Clock wiring as the flow saved it:
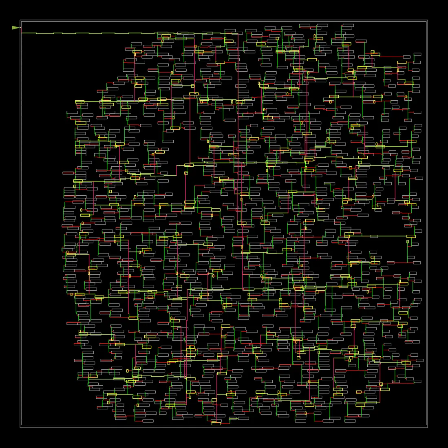
Signal wires on met3:
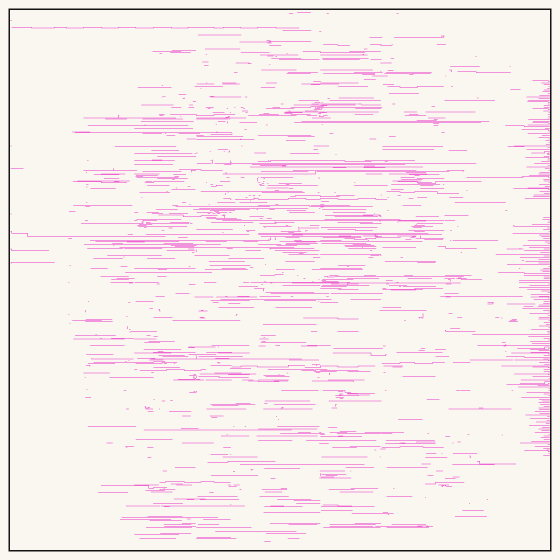
Metal layers overlaid:
Scale bar: 100 µm. Only two layers are drawn.
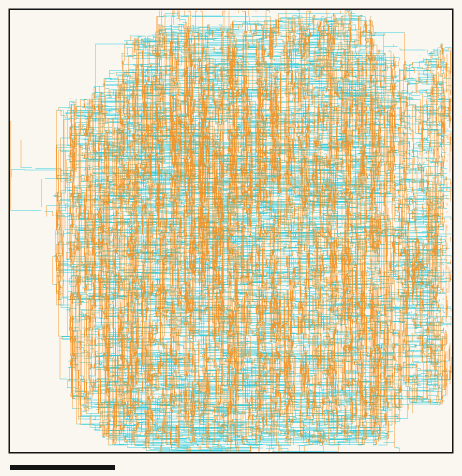
[src/rtl/decode_pipe_stage.sv]
// decode_pipe_stage: RV32 decode with internal register file, ID/EX register, valid/ready handshake and load-use stall.
// Define DECODE_BYPASS_EN to forward same-cycle writeback data into captured and held operands.
module decode_controller (
  input  logic [31:0] instruction_i,
  output logic        alu_src_o,
  output logic        mem_write_o,
  output logic        wb_load_o,
  output logic        wb_reg_file_o,
  output logic        invalid_inst_o,
  output logic        m_type_inst_o,
  output logic [2:0]  mem_load_type_o,
  output logic [1:0]  mem_store_type_o
);
  logic [6:0] op;
  logic [6:0] f7;
  logic [2:0] f3;
  assign op = instruction_i[6:0];
  assign f3 = instruction_i[14:12];
  assign f7 = instruction_i[31:25];
  always_comb begin
    alu_src_o        = 1'b0;
    mem_write_o      = 1'b0;
    wb_load_o        = 1'b0;
    wb_reg_file_o    = 1'b0;
    invalid_inst_o   = 1'b0;
    m_type_inst_o    = 1'b0;
    mem_load_type_o  = 3'd0;
    mem_store_type_o = 2'd0;
    case (op)
      7'b0000011: begin
        alu_src_o       = 1'b1;
        wb_load_o       = 1'b1;
        wb_reg_file_o   = 1'b1;
        mem_load_type_o = f3;
        invalid_inst_o  = f3 == 3'd3 || f3 == 3'd6 || f3 == 3'd7;
      end
      7'b0100011: begin
        alu_src_o        = 1'b1;
        mem_write_o      = 1'b1;
        mem_store_type_o = f3[1:0];
        invalid_inst_o   = f3 > 3'd2;
      end
      7'b1100011: invalid_inst_o = f3 == 3'd2 || f3 == 3'd3;
      7'b1100111: begin
        alu_src_o      = 1'b1;
        wb_reg_file_o  = 1'b1;
        invalid_inst_o = f3 != 3'd0;
      end
      7'b1101111, 7'b0110111, 7'b0010111: begin
        alu_src_o     = 1'b1;
        wb_reg_file_o = 1'b1;
      end
      7'b0010011: begin
        alu_src_o      = 1'b1;
        wb_reg_file_o  = 1'b1;
        invalid_inst_o = (f3 == 3'd1 && f7 != 7'h00) || (f3 == 3'd5 && f7 != 7'h00 && f7 != 7'h20);
      end
      7'b0110011: begin
        wb_reg_file_o  = 1'b1;
        m_type_inst_o  = f7 == 7'h01;
        invalid_inst_o = !(f7 == 7'h00 || f7 == 7'h01 || (f7 == 7'h20 && (f3 == 3'd0 || f3 == 3'd5)));
      end
      7'b0001111, 7'b1110011: ;
      default: invalid_inst_o = 1'b1;
    endcase
  end
endmodule

module decode_pipe_stage #(
  parameter int XLEN     = 32,
  parameter int NUM_REGS = 32
) (
  input  logic            clk,
  input  logic            rst,
  input  logic            in_valid,
  output logic            in_ready,
  input  logic [31:0]     instruction_in,
  input  logic [XLEN-1:0] pc_in,
  input  logic            id_flush,
  input  logic            ex_ready,
  input  logic            reg_file_wr_en,
  input  logic [4:0]      reg_file_wr_addr,
  input  logic [XLEN-1:0] reg_file_wr_data,
  output logic            out_valid,
  output logic [XLEN-1:0] pc_out,
  output logic [XLEN-1:0] op1,
  output logic [XLEN-1:0] op2,
  output logic [XLEN-1:0] immediate,
  output logic [4:0]      rs1,
  output logic [4:0]      rs2,
  output logic [4:0]      rd,
  output logic [6:0]      opcode,
  output logic [2:0]      func3,
  output logic [6:0]      func7,
  output logic            alu_src,
  output logic            mem_write,
  output logic            wb_load,
  output logic            wb_reg_file,
  output logic            invalid_inst,
  output logic            m_type_inst,
  output logic [2:0]      mem_load_type,
  output logic [1:0]      mem_store_type
);
  localparam int AW = $clog2(NUM_REGS);
  localparam logic [5:0] NR = 6'(NUM_REGS);
  localparam logic [6:0] OP_LUI = 7'b0110111, OP_AUIPC = 7'b0010111, OP_JAL = 7'b1101111;
  localparam logic [6:0] OP_BRANCH = 7'b1100011, OP_STORE = 7'b0100011, OP_OP = 7'b0110011;
  logic [XLEN-1:0] regs_q [NUM_REGS];
  logic [31:0] ins;
  logic [6:0] opc_d, f7_d;
  logic [4:0] rd_d, rs1_d, rs2_d;
  logic [2:0] f3_d;
  logic [31:0] imm32;
  logic [XLEN-1:0] imm_d, rf1, rf2, op1_d, op2_d;
  logic use_rd, use_rs1, use_rs2, bad_idx, wr_ok, hazard, advance, capture;
  logic c_alu_src, c_mem_write, c_wb_load, c_wb_reg_file, c_invalid, c_m_type;
  logic [2:0] c_ld;
  logic [1:0] c_st;
  assign ins   = instruction_in;
  assign opc_d = ins[6:0];
  assign rd_d  = ins[11:7];
  assign f3_d  = ins[14:12];
  assign rs1_d = ins[19:15];
  assign rs2_d = ins[24:20];
  assign f7_d  = ins[31:25];
  decode_controller u_ctrl (
    .instruction_i    (ins),
    .alu_src_o        (c_alu_src),
    .mem_write_o      (c_mem_write),
    .wb_load_o        (c_wb_load),
    .wb_reg_file_o    (c_wb_reg_file),
    .invalid_inst_o   (c_invalid),
    .m_type_inst_o    (c_m_type),
    .mem_load_type_o  (c_ld),
    .mem_store_type_o (c_st)
  );
  assign imm32 = opc_d == OP_STORE  ? {{20{ins[31]}}, ins[31:25], ins[11:7]} :
                 opc_d == OP_JAL    ? {{12{ins[31]}}, ins[19:12], ins[20], ins[30:21], 1'b0} :
                 opc_d == OP_BRANCH ? {{20{ins[31]}}, ins[7], ins[30:25], ins[11:8], 1'b0} :
                 (opc_d == OP_LUI || opc_d == OP_AUIPC) ? {ins[31:12], 12'h000} :
                 {{20{ins[31]}}, ins[31:20]};
  assign imm_d = XLEN'($signed(imm32));
  assign use_rd  = !(opc_d == OP_STORE || opc_d == OP_BRANCH);
  assign use_rs1 = !(opc_d == OP_LUI || opc_d == OP_AUIPC || opc_d == OP_JAL);
  assign use_rs2 = opc_d == OP_OP || opc_d == OP_STORE || opc_d == OP_BRANCH;
  assign bad_idx = (use_rd && {1'b0, rd_d} >= NR) || (use_rs1 && {1'b0, rs1_d} >= NR) ||
                   (use_rs2 && {1'b0, rs2_d} >= NR);
  assign wr_ok = reg_file_wr_en && reg_file_wr_addr != 5'd0 && {1'b0, reg_file_wr_addr} < NR;
  assign rf1 = regs_q[rs1_d[AW-1:0]];
  assign rf2 = regs_q[rs2_d[AW-1:0]];
`ifdef DECODE_BYPASS_EN
  assign op1_d = wr_ok && reg_file_wr_addr == rs1_d ? reg_file_wr_data : rf1;
  assign op2_d = wr_ok && reg_file_wr_addr == rs2_d ? reg_file_wr_data : rf2;
`else
  assign op1_d = rf1;
  assign op2_d = rf2;
`endif
  // Only a load still sitting in ID/EX can stall; anything older is forwarded by execute.
  assign hazard   = out_valid && wb_load && rd != 5'd0 &&
                    ((use_rs1 && rd == rs1_d) || (use_rs2 && rd == rs2_d));
  assign advance  = !out_valid || ex_ready;
  assign in_ready = !rst && (id_flush || (advance && !hazard));
  assign capture  = in_valid && advance && !hazard && !id_flush;
  always_ff @(posedge clk) begin
    if (rst) begin
      for (int i = 0; i < NUM_REGS; i++) regs_q[i] <= '0;
      out_valid      <= 1'b0;
      pc_out         <= '0;
      op1            <= '0;
      op2            <= '0;
      immediate      <= '0;
      rs1            <= '0;
      rs2            <= '0;
      rd             <= '0;
      opcode         <= '0;
      func3          <= '0;
      func7          <= '0;
      alu_src        <= 1'b0;
      mem_write      <= 1'b0;
      wb_load        <= 1'b0;
      wb_reg_file    <= 1'b0;
      invalid_inst   <= 1'b0;
      m_type_inst    <= 1'b0;
      mem_load_type  <= '0;
      mem_store_type <= '0;
    end else begin
      if (wr_ok) regs_q[reg_file_wr_addr[AW-1:0]] <= reg_file_wr_data;
      if (capture) begin
        out_valid      <= 1'b1;
        pc_out         <= pc_in;
        op1            <= op1_d;
        op2            <= op2_d;
        immediate      <= imm_d;
        rs1            <= rs1_d;
        rs2            <= rs2_d;
        rd             <= rd_d;
        opcode         <= opc_d;
        func3          <= f3_d;
        func7          <= f7_d;
        alu_src        <= c_alu_src;
        mem_write      <= c_mem_write;
        wb_load        <= c_wb_load;
        wb_reg_file    <= c_wb_reg_file;
        invalid_inst   <= c_invalid || bad_idx;
        m_type_inst    <= c_m_type;
        mem_load_type  <= c_ld;
        mem_store_type <= c_st;
      end else if (advance) begin
        out_valid    <= 1'b0;
        mem_write    <= 1'b0;
        wb_load      <= 1'b0;
        wb_reg_file  <= 1'b0;
        invalid_inst <= 1'b0;
        m_type_inst  <= 1'b0;
      end
`ifdef DECODE_BYPASS_EN
      else if (wr_ok) begin
        if (reg_file_wr_addr == rs1) op1 <= reg_file_wr_data;
        if (reg_file_wr_addr == rs2) op2 <= reg_file_wr_data;
      end
`endif
    end
  end
endmodule
[config.mk]
export PLATFORM = sky130hd
export DESIGN_NAME = decode_pipe_stage
export DESIGN_NICKNAME = d
export VERILOG_FILES = /design/src/rtl/decode_pipe_stage.sv
export SDC_FILE = /design/constraint.sdc
export NUM_CORES = 2
export LEC_CHECK = 0
export CELL_PAD_IN_SITES_DETAIL_PLACEMENT = 0
export CELL_PAD_IN_SITES_GLOBAL_PLACEMENT = 1
export CORE_UTILIZATION = 35
export CTS_CLUSTER_DIAMETER = 60
export DETAILED_ROUTE_END_ITERATION = 8
export PLACE_DENSITY = 0.58
export SYNTH_ARGS = -nofsm -noshare
export SYNTH_HDL_FRONTEND = slang
export SYNTH_SLANG_ARGS = --single-unit
[constraint.sdc]
create_clock -name clk -period 4.8 [get_ports clk]
set_clock_uncertainty 0.05 [all_clocks]
set_input_delay 0.48 -clock clk [delete_from_list [all_inputs] [get_ports clk]]
set_output_delay 0.48 -clock clk [all_outputs]
set_load 0.05 [all_outputs]
==> deck_impl_summary.md <==
Implementation Results

Outcome
  – Status: finished clean

Power and ir drop
  – Max VDD drop: 0.426 mV
  – Leakage: 0.0247 µW
  – P_sw: 7250 µW
  – Power Combinational: approximately 3700 µW
  – Final Total Pwr: approximately 27000 µW
  – Reg power frac: 45.7%
  – Power Dens Cells: 372 mW/mm²
  – Seq. pwr: 12200 µW
  – Max power group: sequential cells

CTS
  – CTS tree: yes
  – # hold bufs at CTS: 2
  – Clock buffer depth: 3
  – Clock root buffer: clkbuf_16

Synthesis
  – Mux share: between 10% and 20%
  – Area leader share: 50.2%
  – Avg Cell Area, Syn: 13.5 µm²
  – Yosys warns: 0
  – Mapped cell area: 0.0613 mm²
  – Cells after Synth: 4527
  – XOR/XNOR Fraction of Synth Area: 0.157%
  – Synth Seq Share: 55.8%
  – Ys flop type: edfxtp_1
  – Synth logic family: multiplexers
  – Fa+ha+maj area frac: 0%
  – Synth Register Bits: 1195
  – # Cells Yosys: between 4000 and 5000

Cells and area
  – Comb_multi_in: a little under 3000
  – Combinational fraction of the cell area: 35.2%
  – Top cell excl fill/tap: edfxtp_1
  – Ant. Diodes: 22
  – Filler Cells Inserted: 16168
  – Final Non-Filler Cells: 7175
  – Final #Nets: 4814
  – Inverters, non-clock: 12
  – Seq_cells: around 1200
  – Total area of sequential cells: 0.0342 mm²
  – Bufs w/o clock: 469
  – Signal buffers share of area: under 10%

Detailed routing
  – Met1 WL: 97800 µm
  – WL met2: ~120000 µm
  – Pre-Repair DR Iteration Count: 5
  – Max layer used: met5
  – DRC viols: 0
  – Routed length on met3: just over 20000 µm

Timing
  – Worst Hold Slack: 0.0780 ns
  – Final TNS setup: 0 ns
  – Fmax: roughly 270 MHz
  – Final hold vios: 0
  – RSZ-0062 raised after global routing: false
  – Period minus WS final: 3.69 ns
  – Transition time of the tightest slew-check pin: 1.39 ns
  – Final Slew Violations: 0
  – Relative slew slack: 7.28%

Floorplanning
  – Die Ht: 420 µm
  – Tap Count: about 2300
  – Placeable Area: 0.174 mm²
  – IO Pins: ~280
  – Core Util at FP: 35.2%

Worst setup path
  – CP Capture Type: output port
  – Worst path max stage delay: 0.85 ns
  – Worst-path cell chain: clkdlybuf4s50_1, or3b_1, a21oi_2, nor4_2, nor2_1, o21ai_0, a31oi_1, clkdlybuf4s50_1
  – Crit-path slowest cell: clkdlybuf4s50_1
  – CP Class: in2out
  – Cells on worst reg2reg path: 7
  – CP Data Arrival Time: around 3.2 ns
  – Startpoint types: primary input
  – CP startpoint: instruction_in[6]
  – Crit-path max FO: 13
  – Reg2Reg Capture Point: op2[31]

Global routing
  – Met2 GRT Util: 45.3%
  – Gr ovfl total: 0
  – Global route hottest layer: met2
  – Antenna violations before repair: between 40 and 50
  – First-pass GRT wire length: about 330000 µm
  – Vias in the first global route: between 40000 and 50000
  – M1 GR Usage: 35.9%
  – Largest net degree at the start of global routing: 158

Placed design
  – Placed Area: 0.0670 mm²
  – Gpl congestion: 0.836
  – Place WS: 0.734 ns

Hold path
  – Hold Crit Class: in2reg
## Picture notes: 'clock wiring as the flow saved it'
Power Clock: 10800 µW
CTS Sinks: 1195
Insertion Delay late pin: 0.81 ns
TritonCTS Buffers: 145

## Picture notes: 'signal wires on met3'
607 nets have wire on it. The longest straight run is 203 µm. The wires run mostly horizontal. The layer holds 8.4% of the routed length. The layer carries 20.6 mm of wire.
Vias: 41342
grt met3 use: 5.70%
WL final: 245000 µm

## Picture notes: 'metal layers overlaid'
Key: orange = metal 2 [wire length 118 mm]; cyan = metal 1 [wire length 97.8 mm]
Global Route Usage Sum: 27.6%
drt wl/cell: 34.2 µm

No activity file was given, so power comes from the tool's default toggle rates.
